<file path="src/rtl/adau_pkg.sv">
// Shared constants for the ADAU1761 SPI control-port responder.
// Chip address, register window base, frame FSM encoding.
package adau_pkg;

   localparam logic [6:0]  ADAU_CHIP_ADDR        = 7'h00;
   localparam logic [15:0] ADAU_REG_BASE         = 16'h4000;
   localparam int          ADAU_SPI_DUMMY_FRAMES = 3;

   localparam logic [2:0] ST_IDLE    = 3'd0;
   localparam logic [2:0] ST_CHIP    = 3'd1;
   localparam logic [2:0] ST_ADDR_HI = 3'd2;
   localparam logic [2:0] ST_ADDR_LO = 3'd3;
   localparam logic [2:0] ST_DATA    = 3'd4;
   localparam logic [2:0] ST_SKIP    = 3'd5;

endpackage

</file>
<file path="src/rtl/spi_input_sync.sv">
// Two-flop synchronizers for the SPI pins plus edge pulses
// on the synchronized sclk and cs_n.
module spi_input_sync (
   input  logic clk,
   input  logic reset,
   input  logic i_sclk,
   input  logic i_cs_n,
   input  logic i_mosi,
   output logic o_mosi,
   output logic o_sclk_rise,
   output logic o_sclk_fall,
   output logic o_cs_fall,
   output logic o_cs_rise
);

   logic [2:0] r_sclk;
   logic [2:0] r_cs;
   logic [1:0] r_mosi;

   // shift pins through two sync stages and one history stage
   always_ff @(posedge clk) begin
      if (reset) begin
         r_sclk <= 3'b000;
         r_cs   <= 3'b111;
         r_mosi <= 2'b00;
      end else begin
         r_sclk <= {r_sclk[1:0], i_sclk};
         r_cs   <= {r_cs[1:0], i_cs_n};
         r_mosi <= {r_mosi[0], i_mosi};
      end
   end

   assign o_mosi      = r_mosi[1];
   assign o_sclk_rise = r_sclk[1] & ~r_sclk[2];
   assign o_sclk_fall = ~r_sclk[1] & r_sclk[2];
   assign o_cs_fall   = ~r_cs[1] & r_cs[2];
   assign o_cs_rise   = r_cs[1] & ~r_cs[2];

endmodule

</file>
<file path="src/rtl/adau_spi_responder.sv">
// SPI slave modelling the ADAU1761 control port: decodes
// chip/addr/data bytes, holds a register window, answers reads.
module adau_spi_responder
   import adau_pkg::*;
#(
   parameter logic [6:0]  CHIP_ADDR = ADAU_CHIP_ADDR,
   parameter logic [15:0] BASE_ADDR = ADAU_REG_BASE,
   parameter int          REG_COUNT = 256
) (
   input  logic        clk,
   input  logic        reset,
   input  logic        sclk,
   input  logic        cs_n,
   input  logic        mosi,
   output logic        miso,
   output logic        miso_oe,
   output logic        spi_enabled,
   output logic        wr_valid,
   output logic [15:0] wr_addr,
   output logic [7:0]  wr_data,
   output logic        core_clk_en
);

   localparam int IW = (REG_COUNT > 1) ? $clog2(REG_COUNT) : 1;

   logic w_mosi, w_sclk_rise, w_sclk_fall, w_cs_fall, w_cs_rise;

   spi_input_sync u_sync (
      .clk         (clk),
      .reset       (reset),
      .i_sclk      (sclk),
      .i_cs_n      (cs_n),
      .i_mosi      (mosi),
      .o_mosi      (w_mosi),
      .o_sclk_rise (w_sclk_rise),
      .o_sclk_fall (w_sclk_fall),
      .o_cs_fall   (w_cs_fall),
      .o_cs_rise   (w_cs_rise)
   );

   logic [2:0]  r_state;
   logic [2:0]  r_bitcnt;
   logic [6:0]  r_shift;
   logic        r_rw;
   logic [7:0]  r_addr_hi;
   logic [15:0] r_ptr;
   logic [7:0]  r_oshift;
   logic        r_oload;
   logic [1:0]  r_dummy;
   logic        r_spi_en;
   logic        r_wr_valid;
   logic [15:0] r_wr_addr;
   logic [7:0]  r_wr_data;
   logic        r_cke;
   logic [7:0]  r_regs [REG_COUNT];

   logic [7:0]  w_byte;
   logic        w_active;
   logic        w_done;
   logic [15:0] w_wr_off;
   logic        w_wr_in;
   logic        w_reg_we;
   logic [15:0] w_rd_addr;
   logic [15:0] w_rd_off;
   logic        w_rd_in;
   logic [7:0]  w_rd_data;

   assign w_byte   = {r_shift, w_mosi};
   assign w_active = (r_state == ST_CHIP) || (r_state == ST_ADDR_HI) ||
                     (r_state == ST_ADDR_LO) || (r_state == ST_DATA);
   assign w_done   = w_active && w_sclk_rise && (r_bitcnt == 3'd7);

   assign w_wr_off = r_ptr - BASE_ADDR;
   assign w_wr_in  = ({16'd0, w_wr_off} < 32'(REG_COUNT));
   assign w_reg_we = w_done && (r_state == ST_DATA) && !r_rw && w_wr_in;

   assign w_rd_addr = (r_state == ST_ADDR_LO) ? {r_addr_hi, w_byte}
                                              : r_ptr + 16'd1;
   assign w_rd_off  = w_rd_addr - BASE_ADDR;
   assign w_rd_in   = ({16'd0, w_rd_off} < 32'(REG_COUNT));
   assign w_rd_data = w_rd_in ? r_regs[w_rd_off[IW-1:0]] : 8'h00;

   // count cs_n rising edges until SPI mode latches
   always_ff @(posedge clk) begin
      if (reset) begin
         r_dummy  <= 2'd0;
         r_spi_en <= 1'b0;
      end else if (!r_spi_en && w_cs_rise) begin
         if (r_dummy == 2'(ADAU_SPI_DUMMY_FRAMES - 1))
            r_spi_en <= 1'b1;
         r_dummy <= r_dummy + 2'd1;
      end
   end

   // register window storage, written by completed data bytes
   always_ff @(posedge clk) begin
      if (reset) begin
         for (int i = 0; i < REG_COUNT; i++)
            r_regs[i] <= 8'h00;
      end else if (w_reg_we) begin
         r_regs[w_wr_off[IW-1:0]] <= w_byte;
      end
   end

   // frame FSM: byte assembly, decode, strobe and read shifter
   always_ff @(posedge clk) begin
      if (reset) begin
         r_state    <= ST_IDLE;
         r_bitcnt   <= 3'd0;
         r_shift    <= 7'd0;
         r_rw       <= 1'b0;
         r_addr_hi  <= 8'h00;
         r_ptr      <= 16'h0000;
         r_oshift   <= 8'h00;
         r_oload    <= 1'b0;
         r_wr_valid <= 1'b0;
         r_wr_addr  <= 16'h0000;
         r_wr_data  <= 8'h00;
         r_cke      <= 1'b0;
      end else begin
         r_wr_valid <= 1'b0;
         r_cke      <= r_regs[0][0];
         if (w_active && w_sclk_rise) begin
            r_shift  <= w_byte[6:0];
            r_bitcnt <= r_bitcnt + 3'd1;
         end
         if (w_done) begin
            case (r_state)
               ST_CHIP: begin
                  if (w_byte[7:1] != CHIP_ADDR) begin
                     r_state <= ST_SKIP;
                  end else begin
                     r_rw    <= w_byte[0];
                     r_state <= ST_ADDR_HI;
                  end
               end
               ST_ADDR_HI: begin
                  r_addr_hi <= w_byte;
                  r_state   <= ST_ADDR_LO;
               end
               ST_ADDR_LO: begin
                  r_ptr   <= {r_addr_hi, w_byte};
                  r_state <= ST_DATA;
                  if (r_rw) begin
                     r_oshift <= w_rd_data;
                     r_oload  <= 1'b1;
                  end
               end
               ST_DATA: begin
                  r_ptr <= r_ptr + 16'd1;
                  if (r_rw) begin
                     r_oshift <= w_rd_data;
                     r_oload  <= 1'b1;
                  end else begin
                     r_wr_valid <= 1'b1;
                     r_wr_addr  <= r_ptr;
                     r_wr_data  <= w_byte;
                  end
               end
               default: ;
            endcase
         end else if (w_sclk_fall && (r_state == ST_DATA) && r_rw) begin
            // the first fall after a load presents bit 7, so it must not shift
            if (r_oload)
               r_oload <= 1'b0;
            else
               r_oshift <= {r_oshift[6:0], 1'b0};
         end
         if ((r_state == ST_IDLE) && w_cs_fall && r_spi_en) begin
            r_state  <= ST_CHIP;
            r_bitcnt <= 3'd0;
            r_oload  <= 1'b0;
         end
         if (w_cs_rise)
            r_state <= ST_IDLE;
      end
   end

   assign miso_oe     = (r_state == ST_DATA) && r_rw;
   assign miso        = miso_oe & r_oshift[7];
   assign spi_enabled = r_spi_en;
   assign wr_valid    = r_wr_valid;
   assign wr_addr     = r_wr_addr;
   assign wr_data     = r_wr_data;
   assign core_clk_en = r_cke;

endmodule

</file>
<file path="config.mk">
export PLATFORM = sky130hd
export DESIGN_NAME = adau_spi_responder
export DESIGN_NICKNAME = d
export VERILOG_FILES = /design/src/rtl/adau_pkg.sv /design/src/rtl/spi_input_sync.sv /design/src/rtl/adau_spi_responder.sv
export SDC_FILE = /design/constraint.sdc
export NUM_CORES = 2
export LEC_CHECK = 0
export CAP_MARGIN = 10
export CELL_PAD_IN_SITES_DETAIL_PLACEMENT = 1
export CELL_PAD_IN_SITES_GLOBAL_PLACEMENT = 2
export CORE_ASPECT_RATIO = 0.9
export CORE_UTILIZATION = 25
export DETAILED_ROUTE_END_ITERATION = 8
export PLACE_DENSITY = 0.56
export RECOVER_POWER = 25
export SYNTH_ARGS = -nofsm -noshare
export SYNTH_HDL_FRONTEND = slang
export SYNTH_HIERARCHICAL = 1
export SYNTH_SLANG_ARGS = --single-unit
export TNS_END_PERCENT = 10
</file>
<file path="constraint.sdc">
create_clock -name clk -period 3.9 [get_ports clk]
set_input_delay 0.585 -clock clk [delete_from_list [all_inputs] [get_ports clk]]
set_output_delay 0.585 -clock clk [all_outputs]
set_load 0.03 [all_outputs]
</file>
**The metal 2 layer**

(1 px per um)
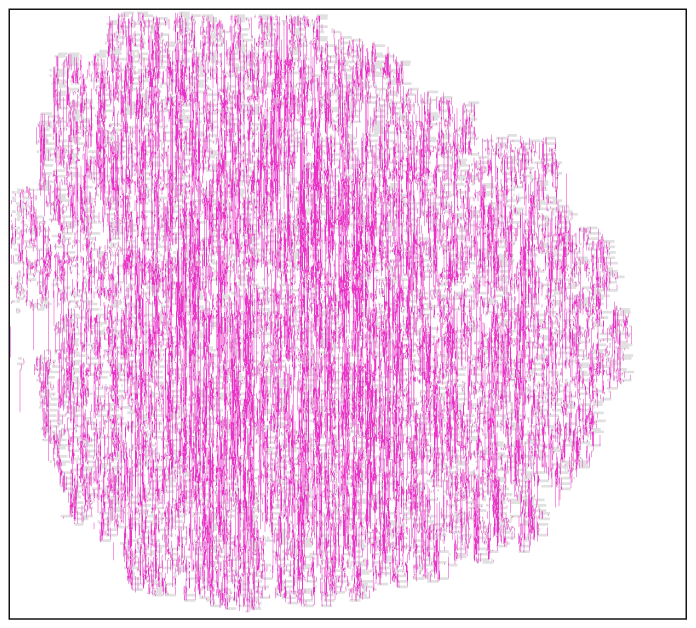
main direction: vertical
share of all routed wire: 44%
via count: 77.5k
fraction of met2 tracks used by global routing: 0.312

**Signal wires by layer**

(1 px per um) Two of the layers only.
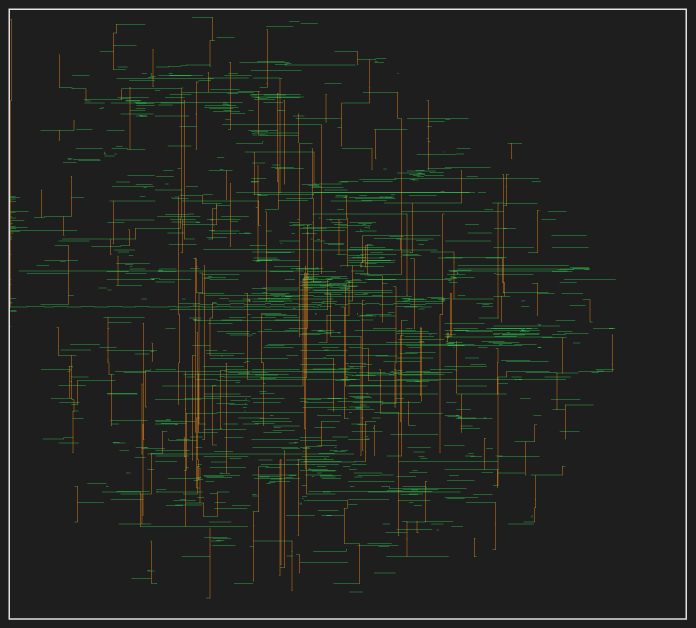
legend:
  M3:
    color: green
    wire_length: 24.8 mm
  M4:
    color: orange
    wire_length: 10900 um
WL/cell: 28.8 um
aggregate global-route resource usage: 0.205

==> results.txt <==
Implementation run completed; key figures follow.

Run status:
- The run finished, with violations left.
- The final reports fail on capacitance limit, slew limit, setup timing.

Detailed routing:
- The run puts the average vias per placed instance at a little over 5.
- Wires add up to between 400000 and 500000 um.

Synth:
- The run puts the fraction of synthesized cell area taken by the top area cell type at 0.603.
- The run gives the share of synthesized cell area in and, or, nand and nor gates as 0.236.
- Among all flip-flop cells after synthesis, the most frequent one is sky130_fd_sc_hd__edfxtp_1.
- The run gives the instance count of the mapped netlist as 9280.
- The run puts the proportion of synthesized area in mux cells at 0.0307.
- The run puts the mean post-synth cell area at approximately 11 um^2.
- Grouping non-sequential cells by family puts the most area in simple AND/OR/NAND/NOR gates.

Cells and area:
- The fraction of cell area in multi-input combinational cells is reported as 0.287.
- The run gives the final-layout clock-cell area share as 0.0703.
- Non-clock buffers in the final layout number a little under 900.
- The run puts the end-of-flow core utilization at 0.300.
- The run gives the cell class with the largest area share as sequential cells.
- The run puts the area occupied by multi-input gates at between 0.03 and 0.04 mm^2.
- The run puts the register cell area after layout at around 0.063 mm^2.
- Of the total standard cell area in the layout, the sequential portion is 0.519.
- The filler cells instantiated in the layout total ~45k.
- Per the cell usage report, the commonest logic cells after layout are sky130_fd_sc_hd__edfxtp_1, sky130_fd_sc_hd__nand2_1, sky130_fd_sc_hd__and3_1.

Timing:
- The run gives the worst-case setup margin in the final layout as -0.0372 ns.
- Per the final report, max-transition violations number roughly 180.
- In the final report, the number of endpoints failing setup comes to 1.
- The run puts the count of endpoints failing hold in the final timing report at 0.
- The run puts the final setup skew at roughly 0.058 ns.

Worst setup path:
- The timing report shows the most common cell along the critical path to be sky130_fd_sc_hd__buf_4.
- The worst setup path is captured at a register.
- The run gives the capture point of the worst path as r_oshift[6].
- The run gives the kind of start point of the critical path as a register.
- The report lists the cells along the critical path as ha_1 -> xor2_1 -> mux2_4 -> buf_4 -> nand2_1 -> buf_4 -> a211oi_4 -> nor3_1 -> o21ai_0 -> buf_4 -> o2111ai_1 -> o32a_1.
- Of all nets on the critical path, the largest fanout is 10.
- Counting cells, the worst reg-to-reg path comes to 12.
- The run gives the setup slack of the most critical reg-to-reg path as -0.04 ns.

Clock tree:
- TritonCTS built the clock tree.
- The run puts the hold buffer count at cts at 1.
- The run puts the clock sink count at ~2.1k.

Place:
- The run gives the count of port buffers added during placement as 33.
- The run gives the final RePlAce weighted congestion as ~0.85.
- The run gives the area of placed instances as 0.113 mm^2.

GRT:
- The run puts the maximum number of pins on one net before global-route repair at between 100 and 150.
- The run puts the total congestion overflow at 0.

Die:
- According to the floorplan report, the die width is a little under 700 um.

Min path:
- According to the hold report, the worst path is of the input pin to register type.
- The run gives the startpoint of the most critical hold path as mosi.

Power and ir drop:
- The run puts the total power after layout at between 0.05 and 0.06 W.
- The worst-case IR drop observed on VDD is between 200 and 300 uV.
- The run gives the ratio of total power to cell area as 435 mW/mm^2.

Flow run:
- The run puts the number of violations of the max-capacitance limit at 3.
[where the power goes]
| group | switching, W | leakage (nW) | total (W) | internal [W] |
|---|---|---|---|---|
| sequential | 0.000362 | 20.1 | 0.0265 | 0.0261 |
| clock | 0.0105 | 4.18 | 0.0249 | 0.0144 |
| combinational | 0.00115 | 21.9 | 0.00165 | 0.000496 |
| total | 0.0120 | 46.2 | 0.0530 | 0.0410 |
[sequential cells by signal (all words and copies together), names as in the netlist, 2 cells and up]
name,flops
r_dummy,2
u_sync/r_mosi,2
r_addr_hi,8
r_regs,2048
u_sync/r_sclk,3
r_oshift,8
u_sync/r_cs,3
wr_data,8
r_shift,7
r_ptr,16
r_bitcnt,3
wr_addr,16
r_state,3
[layer usage]
metal | vias to the layer above | global-route usage | wire length (um)
met2 | 2343 | 0.312 | 189000
met4 | 0 | 0.0498 | 10900
met1 | 40754 | 0.305 | 208000
met3 | 464 | 0.0263 | 24800
li1 | 33911 | - | -
met5 | - | 0 | 0
[cells by family (layout without fill, tap and decap cells)]
kind of cell | after synthesis | in the layout
simple gates | 4748 | 4748
flops | 2132 | 2132
buf+inv | 1049 | 1390
compound gates | 1025 | 1026
mux | 311 | 311
xor+xnor | 8 | 8
fa+ha+maj | 7 | 7
other cells | 0 | 11
[through the flow]
step	std cells	worst slack, ns
global placement	14496	-0.664
floorplan	9280	0.541
detailed placement	14496	-0.616
CTS	14990	-0.0535
global route	15001	-0.0129
finish	15009	-0.0372
[worst max-delay path, delay by kind of cell (launching register included)]
family | cells | cell delay, ns
compound gates | 4 | 1.06
mux | 1 | 0.40
simple gates | 2 | 0.60
fa+ha+maj | 1 | 0.31
buf+inv | 3 | 0.75
xor+xnor | 1 | 0.25
flops | 1 | 0.40
Power figures rest on the tool's default switching activity, not on a simulated workload.
